## src/rtl/ltssm_timer_bank_if.sv

```systemverilog
// ltssm_timer_bank_if: control/status bundle for ltssm_timer_bank.
// LTSSM_TIMER_RDBK_EN adds the RdSel/RdRemain readback signals.
interface ltssm_timer_bank_if #(
    parameter int NUM_CH = 4,
    parameter int WIDTH  = 32
);
    logic [2:0]          Gen;
    logic [NUM_CH-1:0]   Enable;
    logic [NUM_CH-1:0]   Start;
    logic [NUM_CH-1:0]   Stop;
    logic [NUM_CH-1:0]   Periodic;
    logic [3*NUM_CH-1:0] IntervalCode;
    logic [NUM_CH-1:0]   TimeOut;
    logic [NUM_CH-1:0]   TimeOutPulse;
    logic [NUM_CH-1:0]   Running;
`ifdef LTSSM_TIMER_RDBK_EN
    logic [3:0]          RdSel;
    logic [WIDTH-1:0]    RdRemain;
`endif
    modport master (
        output Gen, Enable, Start, Stop, Periodic, IntervalCode,
`ifdef LTSSM_TIMER_RDBK_EN
        output RdSel,
        input  RdRemain,
`endif
        input  TimeOut, TimeOutPulse, Running
    );
    modport slave (
        input  Gen, Enable, Start, Stop, Periodic, IntervalCode,
`ifdef LTSSM_TIMER_RDBK_EN
        input  RdSel,
        output RdRemain,
`endif
        output TimeOut, TimeOutPulse, Running
    );
endinterface

```

## src/rtl/ltssm_timer_bank.sv

```systemverilog
// ltssm_timer_bank: NUM_CH independent LTSSM/equaliser interval timers sharing Pclk, Gen and PIPE width.
// Define LTSSM_TIMER_RDBK_EN to add the RdSel/RdRemain remaining-time readback.
module ltssm_timer_bank #(
    parameter int NUM_CH         = 4,
    parameter int WIDTH          = 32,
    parameter int SCALE_DIV      = 100,
    parameter int GEN1_PIPEWIDTH = 8,
    parameter int GEN2_PIPEWIDTH = 8,
    parameter int GEN3_PIPEWIDTH = 8,
    parameter int GEN4_PIPEWIDTH = 8,
    parameter int GEN5_PIPEWIDTH = 8
) (
    input logic               Pclk,
    input logic               Reset,
    ltssm_timer_bank_if.slave bus
);
    typedef enum logic [1:0] {IDLE, RUN, EXPIRED} state_t;
    localparam logic [63:0] MAX_IVL = {{(64-WIDTH){1'b0}}, {WIDTH{1'b1}}};
    localparam logic [63:0] BASE [8] = '{
        64'd0,
        64'(750000 / SCALE_DIV),
        64'(1500000 / SCALE_DIV),
        64'(3000000 / SCALE_DIV),
        64'(125000 / SCALE_DIV),
        64'(500000 / SCALE_DIV),
        64'(62500 / SCALE_DIV),
        64'(6250000 / SCALE_DIV)
    };

    function automatic logic [1:0] wsh(input int pw);
        return pw == 32 ? 2'd0 : pw == 16 ? 2'd1 : 2'd2;
    endfunction

    logic [2:0] gen_idx;
    logic [1:0] width_shift;
    logic [3:0] shift;

    // Illegal Gen codes fall back to Gen1 scaling.
    always_comb begin
        gen_idx     = (bus.Gen >= 3'd1 && bus.Gen <= 3'd5) ? bus.Gen - 3'd1 : 3'd0;
        width_shift = gen_idx == 3'd0 ? wsh(GEN1_PIPEWIDTH) :
                      gen_idx == 3'd1 ? wsh(GEN2_PIPEWIDTH) :
                      gen_idx == 3'd2 ? wsh(GEN3_PIPEWIDTH) :
                      gen_idx == 3'd3 ? wsh(GEN4_PIPEWIDTH) : wsh(GEN5_PIPEWIDTH);
        shift       = {1'b0, gen_idx} + {2'b00, width_shift};
    end

`ifdef LTSSM_TIMER_RDBK_EN
    logic [WIDTH-1:0] remain [NUM_CH];
`endif

    for (genvar i = 0; i < NUM_CH; i++) begin : g_ch
        state_t           state_q;
        logic [WIDTH-1:0] cnt_q, ivl_q, ivl_d;
        logic [63:0]      raw;
        logic             timeout_q, pulse_q, running_q, expire;
        assign raw    = BASE[bus.IntervalCode[3*i +: 3]] << shift;
        assign ivl_d  = raw > MAX_IVL ? MAX_IVL[WIDTH-1:0] : raw[WIDTH-1:0];
        // A zero interval expires on the first edge after Start whatever Enable says.
        assign expire = state_q == RUN && (ivl_q == '0 || (bus.Enable[i] && cnt_q == ivl_q - WIDTH'(1)));
        always_ff @(posedge Pclk) begin
            if (!Reset) begin
                state_q   <= IDLE;
                cnt_q     <= '0;
                ivl_q     <= '0;
                timeout_q <= 1'b0;
                pulse_q   <= 1'b0;
                running_q <= 1'b0;
            end else if (bus.Start[i]) begin
                state_q   <= RUN;
                cnt_q     <= '0;
                ivl_q     <= ivl_d;
                timeout_q <= 1'b0;
                pulse_q   <= 1'b0;
                running_q <= 1'b1;
            end else if (bus.Stop[i]) begin
                state_q   <= IDLE;
                cnt_q     <= '0;
                timeout_q <= 1'b0;
                pulse_q   <= 1'b0;
                running_q <= 1'b0;
            end else if (expire) begin
                cnt_q   <= '0;
                pulse_q <= 1'b1;
                if (!bus.Periodic[i]) begin
                    state_q   <= EXPIRED;
                    timeout_q <= 1'b1;
                    running_q <= 1'b0;
                end
            end else begin
                pulse_q <= 1'b0;
                if (state_q == RUN && bus.Enable[i]) cnt_q <= cnt_q + WIDTH'(1);
            end
        end
        assign bus.TimeOut[i]      = timeout_q;
        assign bus.TimeOutPulse[i] = pulse_q;
        assign bus.Running[i]      = running_q;
`ifdef LTSSM_TIMER_RDBK_EN
        assign remain[i] = running_q ? ivl_q - cnt_q : '0;
`endif
    end

`ifdef LTSSM_TIMER_RDBK_EN
    logic [WIDTH-1:0] rd_d, rd_q;
    always_comb begin
        rd_d = '0;
        for (int c = 0; c < NUM_CH; c++) rd_d = bus.RdSel == 4'(c) ? remain[c] : rd_d;
    end
    always_ff @(posedge Pclk) rd_q <= !Reset ? '0 : rd_d;
    assign bus.RdRemain = rd_q;
`endif
endmodule

```

## src/flat_wrapper.sv

```systemverilog
// flat-port wrapper written by rule: the top's interface ports become plain ports
module ltssm_timer_bank_flat 
#(
    parameter int NUM_CH         = 4,
    parameter int WIDTH          = 32,
    parameter int SCALE_DIV      = 100,
    parameter int GEN1_PIPEWIDTH = 8,
    parameter int GEN2_PIPEWIDTH = 8,
    parameter int GEN3_PIPEWIDTH = 8,
    parameter int GEN4_PIPEWIDTH = 8,
    parameter int GEN5_PIPEWIDTH = 8
)
  (Pclk, Reset, bus_Gen, bus_Enable, bus_Start, bus_Stop, bus_Periodic, bus_IntervalCode, bus_TimeOut, bus_TimeOutPulse, bus_Running);
  ltssm_timer_bank_if #(.NUM_CH(NUM_CH), .WIDTH(WIDTH)) bus_i ();
  input logic Pclk;
  input logic Reset;
  input wire logic [$bits(bus_i.Gen)-1:0] bus_Gen;
  input wire logic [$bits(bus_i.Enable)-1:0] bus_Enable;
  input wire logic [$bits(bus_i.Start)-1:0] bus_Start;
  input wire logic [$bits(bus_i.Stop)-1:0] bus_Stop;
  input wire logic [$bits(bus_i.Periodic)-1:0] bus_Periodic;
  input wire logic [$bits(bus_i.IntervalCode)-1:0] bus_IntervalCode;
  output wire logic [$bits(bus_i.TimeOut)-1:0] bus_TimeOut;
  output wire logic [$bits(bus_i.TimeOutPulse)-1:0] bus_TimeOutPulse;
  output wire logic [$bits(bus_i.Running)-1:0] bus_Running;
  assign bus_i.Gen = bus_Gen;
  assign bus_i.Enable = bus_Enable;
  assign bus_i.Start = bus_Start;
  assign bus_i.Stop = bus_Stop;
  assign bus_i.Periodic = bus_Periodic;
  assign bus_i.IntervalCode = bus_IntervalCode;
  assign bus_TimeOut = bus_i.TimeOut;
  assign bus_TimeOutPulse = bus_i.TimeOutPulse;
  assign bus_Running = bus_i.Running;
  ltssm_timer_bank #(.NUM_CH(NUM_CH), .WIDTH(WIDTH), .SCALE_DIV(SCALE_DIV), .GEN1_PIPEWIDTH(GEN1_PIPEWIDTH), .GEN2_PIPEWIDTH(GEN2_PIPEWIDTH), .GEN3_PIPEWIDTH(GEN3_PIPEWIDTH), .GEN4_PIPEWIDTH(GEN4_PIPEWIDTH), .GEN5_PIPEWIDTH(GEN5_PIPEWIDTH)) u_core (.Pclk(Pclk), .Reset(Reset), .bus(bus_i));
endmodule
```

## config.mk

```make
export PLATFORM = sky130hd
export DESIGN_NAME = ltssm_timer_bank_flat
export DESIGN_NICKNAME = d
export VERILOG_FILES = /design/src/rtl/ltssm_timer_bank_if.sv /design/src/rtl/ltssm_timer_bank.sv /design/src/flat_wrapper.sv
export SDC_FILE = /design/constraint.sdc
export NUM_CORES = 1
export LEC_CHECK = 0
export CAP_MARGIN = 20
export CORE_UTILIZATION = 64
export DETAILED_ROUTE_END_ITERATION = 7
export PLACE_DENSITY = 0.91
export SETUP_SLACK_MARGIN = 0.1
export SLEW_MARGIN = 20
export SYNTH_ARGS = -nofsm -noshare
export SYNTH_HDL_FRONTEND = slang
export SYNTH_SLANG_ARGS = --single-unit
```

## constraint.sdc

```tcl
create_clock -name Pclk -period 6.2 [get_ports Pclk]
set_input_delay 1.24 -clock Pclk [delete_from_list [all_inputs] [get_ports Pclk]]
set_output_delay 1.24 -clock Pclk [all_outputs]
set_load 0.01 [all_outputs]
```

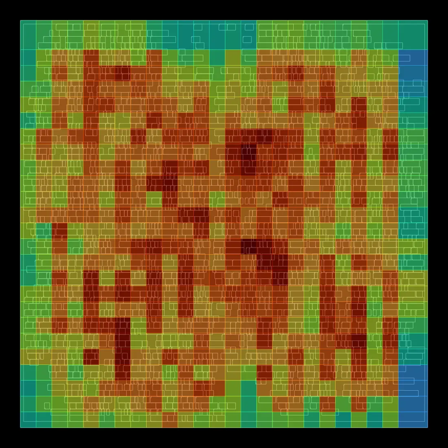
run_1/congestion.png
global router's overall resource usage: 34.3%
global-route met2 utilization: 57.6%

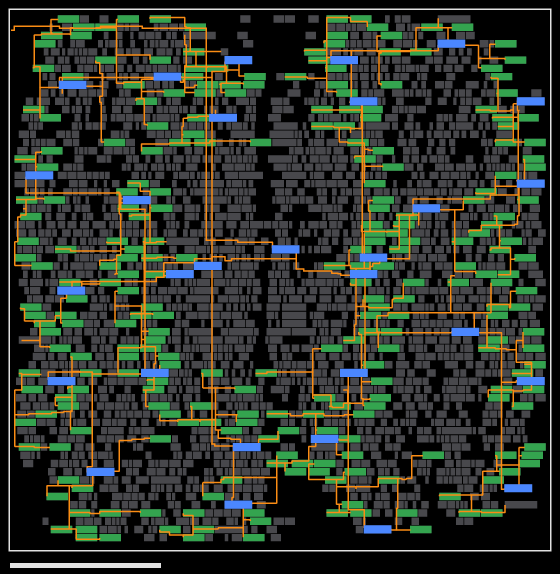
run_1/clk_routes.png
The bar under the picture is 50 um long.
- orange: clock wires (length 3530 um)
- blue: clock drivers (count 29)
- green: flip-flops (count 264)
- routed clock nets: 30
Clock Power Share: 38.3%
latest clock arrival within the worst-skew pair: 560 ps

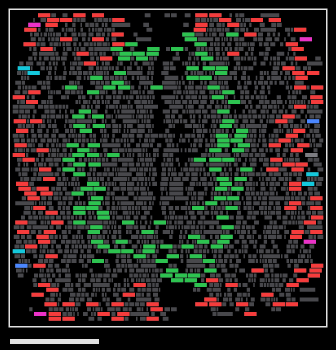
run_1/flops_by_reg.png
The bar under the picture is 50 um long.
- blue: u_core.g_ch.timeout_q (sequential cells 2)
- red: u_core.g_ch.cnt_q (sequential cells 128; where all over the die)
- cyan: u_core.g_ch.state_q (sequential cells 5)
- magenta: u_core.g_ch.pulse_q (sequential cells 4; where all over the die)
- green: u_core.g_ch.ivl_q (sequential cells 124)
- not colored: 1
Register Area: 5290 um2
Seq group: 1850 uW
flop share of the area: 24.7%

==> summary.txt, run 1 <==
yosys + openroad results -> Fin Hold WS=523 ps, biggest area cells=sky130_fd_sc_hd__dfxtp_1 27%, sky130_fd_sc_hd__xnor2_1 7.1%, sky130_fd_sc_hd__xor2_1 5.9%, quantity of gates resized following cts=0, register share after synthesis=26.5%, reg-to-reg setup timing slack=1920 ps, die height=178 um, Worst Setup Path Type=in -> reg, dominant delay contributor by cell family on the critical path=simple AND/OR/NAND/NOR gates, count of tool warnings=43, count of placed standard cells including taps=2783, Most used DFF post-synth=sky130_fd_sc_hd__dfxtp_1, Routed Antenna Nets=0, placed wire-length estimate=40400 um, setup repair after global routing missed its margin=false, routed wl met3=4040 um, number of fill cells in the layout=2421, die area=31800 um2, Logic pwr share=26.3%, buffer count excluding the clock tree in the final layout=69, cell count of the worst hold path=2, combinational-cell power consumption=1380 uW, area share, top type=26.5%, total via count after detailed routing=19391, synthesized area per cell=7.98 um2, multi-input gate share of total cell area=63.4%, switching power of the nets=1700 uW, internal power=3530 uW, basic-gate share of the synthesized area counting and, or, nand and nor cells=27.5%, Port-buffer cells=44, number of synthesized register bits=264, Post-CTS Hold Fix Bufs=0, relative slew slack=29.0%, type of element capturing the critical path=register, main logic family after synthesis=simple AND/OR/NAND/NOR gates, Combinational Gates=1971, multi-input combinational cell area=13600 um2, transition time at the pin with the least slew margin=1060 ps, final total power=5230 uW, Sink Count=264, Nets at Floorplan=2561, clk cell area share=5.16%, I/O pin total=45, leading cell type by number of instances after synthesis=sky130_fd_sc_hd__dfxtp_1, final worst clock skew=10.2 ps, final clock period utilization by the worst path=82.2%, leakage=0.00748 uW, Data required, critical path=6700 ps, number of cells in the yosys synthesis report=2497, CTS Buf Count=29, RR Startpoint=u_core.g_ch[2].ivl_q[0]$_SDFFE_PN0P_, fraction of the core area occupied by cells at floorplan=65.1%, FF+latch count=264, end point of the critical path=u_core.g_ch[1].ivl_q[8]$_SDFFE_PN0P_, Design Area, Final=21400 um2, Die Span X=178 um, library cell contributing the largest single delay on the critical path=sky130_fd_sc_hd__clkdlybuf4s50_1, pre-CTS setup slack=663 ps, first-pass GRT wire length=90400 um, number of H-tree levels=1, Setup Fix Bufs, Post-CTS=0, power dissipated in the clock network=2000 uW, endpoint of the worst register-to-register path=u_core.g_ch[2].running_q$_SDFFE_PN0P_, number of well-tap cells placed=396, met3 Resource Use GR=3.94%, delay of the slowest cell on the worst path=740 ps, DRT iter0 DRCs=1895, list of cells traversed by the critical path=clkdlybuf4s50_1 -> inv_1 -> ha_1 -> or3_2 -> inv_2 -> ha_2 -> clkinv_1 -> nor2_1 -> nand2_1 -> o32a_1 -> a21oi_1, area of placed instances=20300 um2, cell type contributing the most total cell area after synthesis=sky130_fd_sc_hd__dfxtp_1, row count=64, Achievable Freq=0.196 GHz, maximum vdd ir drop=0.261 mV, max_cap viols=0, maximum clock path buffer count=3, setup TNS=0 ps, TritonCTS clock tree=done, Yosys warning count=0, count of endpoints failing setup in the final report=0, Util after Layout=70.0%, most congested layer reported by global routing=met2, P&R area growth vs syn=7.52%, sw frac=32.4%, Pins Over Slew Limit=0, Hold Path Origin=u_core.g_ch[3].state_q[0]$_SDFFE_PN0P_, sequential share of power=35.4%, Antenna Diode Count=0, number of non-clock inverters=84, largest net degree at the start of global routing=76, setup slack after layout=1100 ps, top cell class by occupied area=multi-input combinational cells, post-synth tally of flip-flops with integrated enable=0, unique cell type count in the Yosys netlist=95, path depth of the worst reg2reg path=11, area fraction in full adders, half adders and majority gates=1.95%, share of flip-flops with an asynchronous set or reset after synthesis=0%, most instantiated cells after synthesis=264 x sky130_fd_sc_hd__dfxtp_1, 178 x sky130_fd_sc_hd__nand2_1, 161 x sky130_fd_sc_hd__xnor2_1, layout cell share with drive strength beyond 1=7.33%, final estimated routing congestion in global placement=0.973, fraction of synthesized cell area in xor and xnor cells=13.1%, status=complete, no violations, main power-consuming group=the clock network, via density per instance=6.84, Top cells excl fill/tap=264 x sky130_fd_sc_hd__dfxtp_1, 176 x sky130_fd_sc_hd__nand2_1, 161 x sky130_fd_sc_hd__xnor2_1, 151 x sky130_fd_sc_hd__nor2_1, 135 x sky130_fd_sc_hd__xor2_1, routed metal-1 wire length=23200 um, Synth Cell Area=19900 um2, clock buf count=36, share of synthesized area spent on multiplexers=6.68%, launch point of the worst path=bus_Gen[0], hold crit path type=reg -> reg, number of cells on the critical path=11, vias in the first global route=18174, met2 routed wirelength=26400 um, Pwr per Cell Area=244 nW/um2, Worst-path clk slew=60 ps, fin cells=2837, endpoints failing hold=0, number of DRC violations after detailed routing=0, kind of launch point of the worst setup path=input pin
-- run 1: sequential cells by signal, indices dropped and copies added, names as in the netlist --
name                   cells
u_core.g_ch.pulse_q        4
u_core.g_ch.timeout_q      2
u_core.g_ch.ivl_q        124
u_core.g_ch.running_q      1
u_core.g_ch.cnt_q        128
u_core.g_ch.state_q        5
-- run 1: cells by family after synthesis --
family,Yosys count
and+or+nand+nor,996
xor gates and xnor gates,297
adders and majority gates,31
buffers and inverters,262
muxes,104
AOI/OAI and AO/OA,543
DFF,264
run_1/logic_types.png
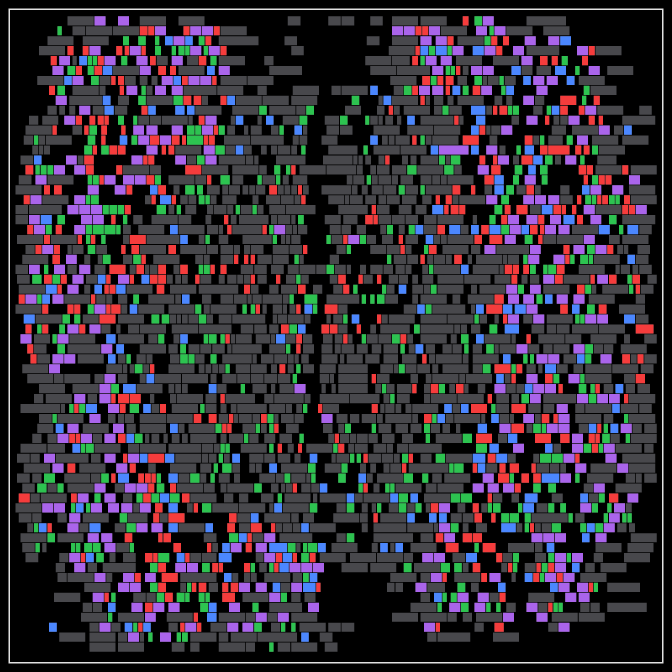

## Run 2: what changed since run 1
==> constraint.sdc (replaced) <==
create_clock -name Pclk -period 5.2 [get_ports Pclk]
set_input_delay 1.04 -clock Pclk [delete_from_list [all_inputs] [get_ports Pclk]]
set_output_delay 1.04 -clock Pclk [all_outputs]
set_load 0.01 [all_outputs]
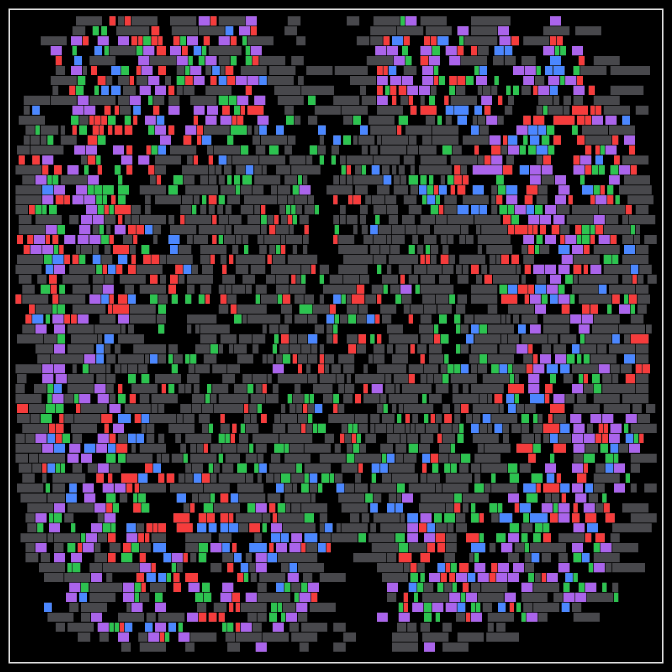
run_2/logic_types.png
- green: NAND gates (cells 405; most used nand2_1; where all over the die)
- blue: AND and OR gates (cells 182; most used and2_1; where all over the die)
- red: NOR gates (cells 409; most used nor2_1; where all over the die)
- purple: XOR/XNOR gates (cells 297; most used xnor2_1; where all over the die)
fin cells: 2850
most frequent standard cell in the layout excluding fill and tap cells: sky130_fd_sc_hd__dfxtp_1
multi-input gate share of total cell area: 63.2%

==> summary.txt, run 2 <==
yosys + openroad results -> status=complete, no violations (unchanged), Register Area=5290 um2 (unchanged), Achievable Freq=0.225 GHz, buffer count excluding the clock tree in the final layout=77 (was 69), synthesized area per cell=7.98 um2 (unchanged), most congested layer reported by global routing=met2 (unchanged), setup slack after layout=754 ps (was 1100 ps), endpoint of the worst register-to-register path=u_core.g_ch[2].cnt_q[30]$_SDFFE_PP0P_ (was u_core.g_ch[2].running_q$_SDFFE_PN0P_), number of flip-flops in the largest register=128 (unchanged), clk cell area share=5.14% (was 5.16%), global router's overall resource usage=35.0% (was 34.3%), number of cells on the critical path=11 (unchanged), type of element capturing the critical path=register (unchanged), routed wl met3=4410 um (was 4040 um), number of instances in the synthesized netlist=2497 (unchanged), number of cells in the yosys synthesis report=2497 (unchanged), RR Startpoint=u_core.g_ch[2].ivl_q[0]$_SDFFE_PN0P_ (unchanged), Antenna Diode Count=0 (unchanged), Worst-path clk slew=60 ps (about the same), I/O pin total=45 (unchanged), Most flops, register=u_core.g_ch.cnt_q (unchanged), number of non-clock inverters=84 (unchanged), Routed Antenna Nets=0 (unchanged), met3 Resource Use GR=5.12% (was 3.94%), final worst clock skew=12.5 ps (was 10.2 ps), Util after Layout=70.2% (was 70.0%), count of tool warnings=43 (unchanged), TritonCTS clock tree=done (unchanged), via density per instance=6.82 (was 6.84), list of cells traversed by the critical path=inv_1 -> ha_1 -> nor3b_1 -> nand4_1 -> or3_1 -> o31ai_1 -> nor4b_1 -> nand4_1 -> nor3_4 -> buf_4 -> nor3_1 (was clkdlybuf4s50_1 -> inv_1 -> ha_1 -> or3_2 -> inv_2 -> ha_2 -> clkinv_1 -> nor2_1 -> nand2_1 -> o32a_1 -> a21oi_1), Synth Cell Area=19900 um2 (unchanged), Worst Setup Path Type=reg -> reg (was in -> reg), register share after synthesis=26.5% (unchanged), path depth of the worst reg2reg path=11 (unchanged), top cell class by occupied area=multi-input combinational cells (unchanged), Setup Fix Bufs, Post-CTS=0 (unchanged), Top cells excl fill/tap=264 x sky130_fd_sc_hd__dfxtp_1, 176 x sky130_fd_sc_hd__nand2_1, 161 x sky130_fd_sc_hd__xnor2_1, 151 x sky130_fd_sc_hd__nor2_1, 135 x sky130_fd_sc_hd__xor2_1 (unchanged), routed metal-1 wire length=23900 um (was 23200 um), Design Area, Final=21500 um2 (was 21400 um2), die height=178 um (unchanged), Yosys warning count=0 (unchanged), clock period minus worst slack=4450 ps, launch point of the worst path=u_core.g_ch[2].ivl_q[0]$_SDFFE_PN0P_ (was bus_Gen[0]), final clock period utilization by the worst path=85.5%, DRT iter0 DRCs=1968 (was 1895), endpoints failing hold=0 (unchanged), number of well-tap cells placed=396 (unchanged), first-pass GRT wire length=91600 um (was 90400 um), basic-gate share of the synthesized area counting and, or, nand and nor cells=27.5% (unchanged), clock buf count=38 (was 36), Pins Over Slew Limit=0 (unchanged), Sink Count=264 (unchanged), area of placed instances=20300 um2 (about the same), met2 routed wirelength=26800 um (was 26400 um), Nets at Floorplan=2561 (unchanged), reg-to-reg setup timing slack=750 ps (was 1920 ps), kind of launch point of the worst setup path=register (was input pin), end point of the critical path=u_core.g_ch[2].cnt_q[30]$_SDFFE_PP0P_ (was u_core.g_ch[1].ivl_q[8]$_SDFFE_PN0P_), pre-CTS setup slack=647 ps (was 663 ps), largest net degree at the start of global routing=78 (was 76), area fraction in full adders, half adders and majority gates=1.95% (unchanged), most instantiated cells after synthesis=264 x sky130_fd_sc_hd__dfxtp_1, 178 x sky130_fd_sc_hd__nand2_1, 161 x sky130_fd_sc_hd__xnor2_1 (unchanged), Die Span X=178 um (unchanged), number of synthesized register bits=264 (unchanged), maximum vdd ir drop=0.262 mV (was 0.261 mV), placed wire-length estimate=40700 um (was 40400 um), main logic family after synthesis=simple AND/OR/NAND/NOR gates (unchanged), dominant delay contributor by cell family on the critical path=simple AND/OR/NAND/NOR gates (unchanged), leakage=0.00754 uW (was 0.00748 uW), maximum clock path buffer count=3 (unchanged), hold crit path type=reg -> reg (unchanged), setup repair after global routing missed its margin=false (unchanged), fraction of synthesized cell area in xor and xnor cells=13.1% (unchanged), delay of the slowest cell on the worst path=690 ps (was 740 ps), multi-input combinational cell area=13600 um2 (unchanged), number of H-tree levels=1 (unchanged), Combinational Gates=1971 (unchanged), Pwr per Cell Area=289 nW/um2 (was 244 nW/um2), share of flip-flops with an asynchronous set or reset after synthesis=0% (unchanged), CTS Buf Count=31 (was 29), number of DRC violations after detailed routing=0 (unchanged), share of synthesized area spent on multiplexers=6.68% (unchanged), Hold Path Origin=u_core.g_ch[2].ivl_q[30]$_SDFFE_PN0P_ (was u_core.g_ch[3].state_q[0]$_SDFFE_PN0P_), Most used DFF post-synth=sky130_fd_sc_hd__dfxtp_1 (unchanged), quantity of gates resized following cts=0 (unchanged), largest registers=u_core.g_ch.cnt_q: 128 flops, u_core.g_ch.ivl_q: 124 flops, u_core.g_ch.state_q: 5 flops (unchanged), latest clock arrival within the worst-skew pair=580 ps (was 560 ps), cell count of the worst hold path=2 (unchanged), total via count after detailed routing=19428 (was 19391), final estimated routing congestion in global placement=0.977 (was 0.973), die area=31800 um2 (unchanged), area share, top type=26.5% (unchanged), leading cell type by number of instances after synthesis=sky130_fd_sc_hd__dfxtp_1 (unchanged), relative slew slack=26.2% (was 29.0%), count of placed standard cells including taps=2791 (was 2783), number of fill cells in the layout=2390 (was 2421), FF+latch count=264 (unchanged), vias in the first global route=18066 (was 18174), layout cell share with drive strength beyond 1=7.86% (was 7.33%), Data required, critical path=5630 ps (was 6700 ps), flop share of the area=24.6% (was 24.7%), count of endpoints failing setup in the final report=0 (unchanged), final total power=6200 uW (was 5230 uW), Fin Hold WS=514 ps (was 523 ps), cell type contributing the most total cell area after synthesis=sky130_fd_sc_hd__dfxtp_1 (unchanged), Port-buffer cells=44 (unchanged), library cell contributing the largest single delay on the critical path=sky130_fd_sc_hd__nor3_4 (was sky130_fd_sc_hd__clkdlybuf4s50_1), net total in the final layout=2493 (was 2483), global-route met2 utilization=58.3% (was 57.6%), biggest area cells=sky130_fd_sc_hd__dfxtp_1 27%, sky130_fd_sc_hd__xnor2_1 7.1%, sky130_fd_sc_hd__xor2_1 5.9% (unchanged), row count=64 (unchanged), P&R area growth vs syn=7.78% (was 7.52%), max_cap viols=0 (unchanged), fraction of the core area occupied by cells at floorplan=65.1% (unchanged), transition time at the pin with the least slew margin=1100 ps (was 1060 ps), unique cell type count in the Yosys netlist=95 (unchanged), post-synth tally of flip-flops with integrated enable=0 (unchanged), Post-CTS Hold Fix Bufs=0 (unchanged), setup TNS=0 ps (unchanged)
## run 2: cell count changes in the layout (fill, tap and decap cells not counted)
cell / delta
sky130_fd_sc_hd__clkinvlp_4: -2
sky130_fd_sc_hd__clkbuf_16: +2
sky130_fd_sc_hd__buf_8: -1
sky130_fd_sc_hd__buf_4: +9
sky130_fd_sc_hd__clkbuf_8: +1
sky130_fd_sc_hd__clkbuf_1: -1
sky130_fd_sc_hd__clkinv_2: +7
sky130_fd_sc_hd__clkinv_4: +1
sky130_fd_sc_hd__bufinv_16: -3
## run 2: power breakdown
group	internal (uW)	total, uW	switching [uW]
combinational	642	1660	1010
sequential	2090	2210	122
clock	1420	2330	910
Power is estimated from default activity; no workload was simulated.
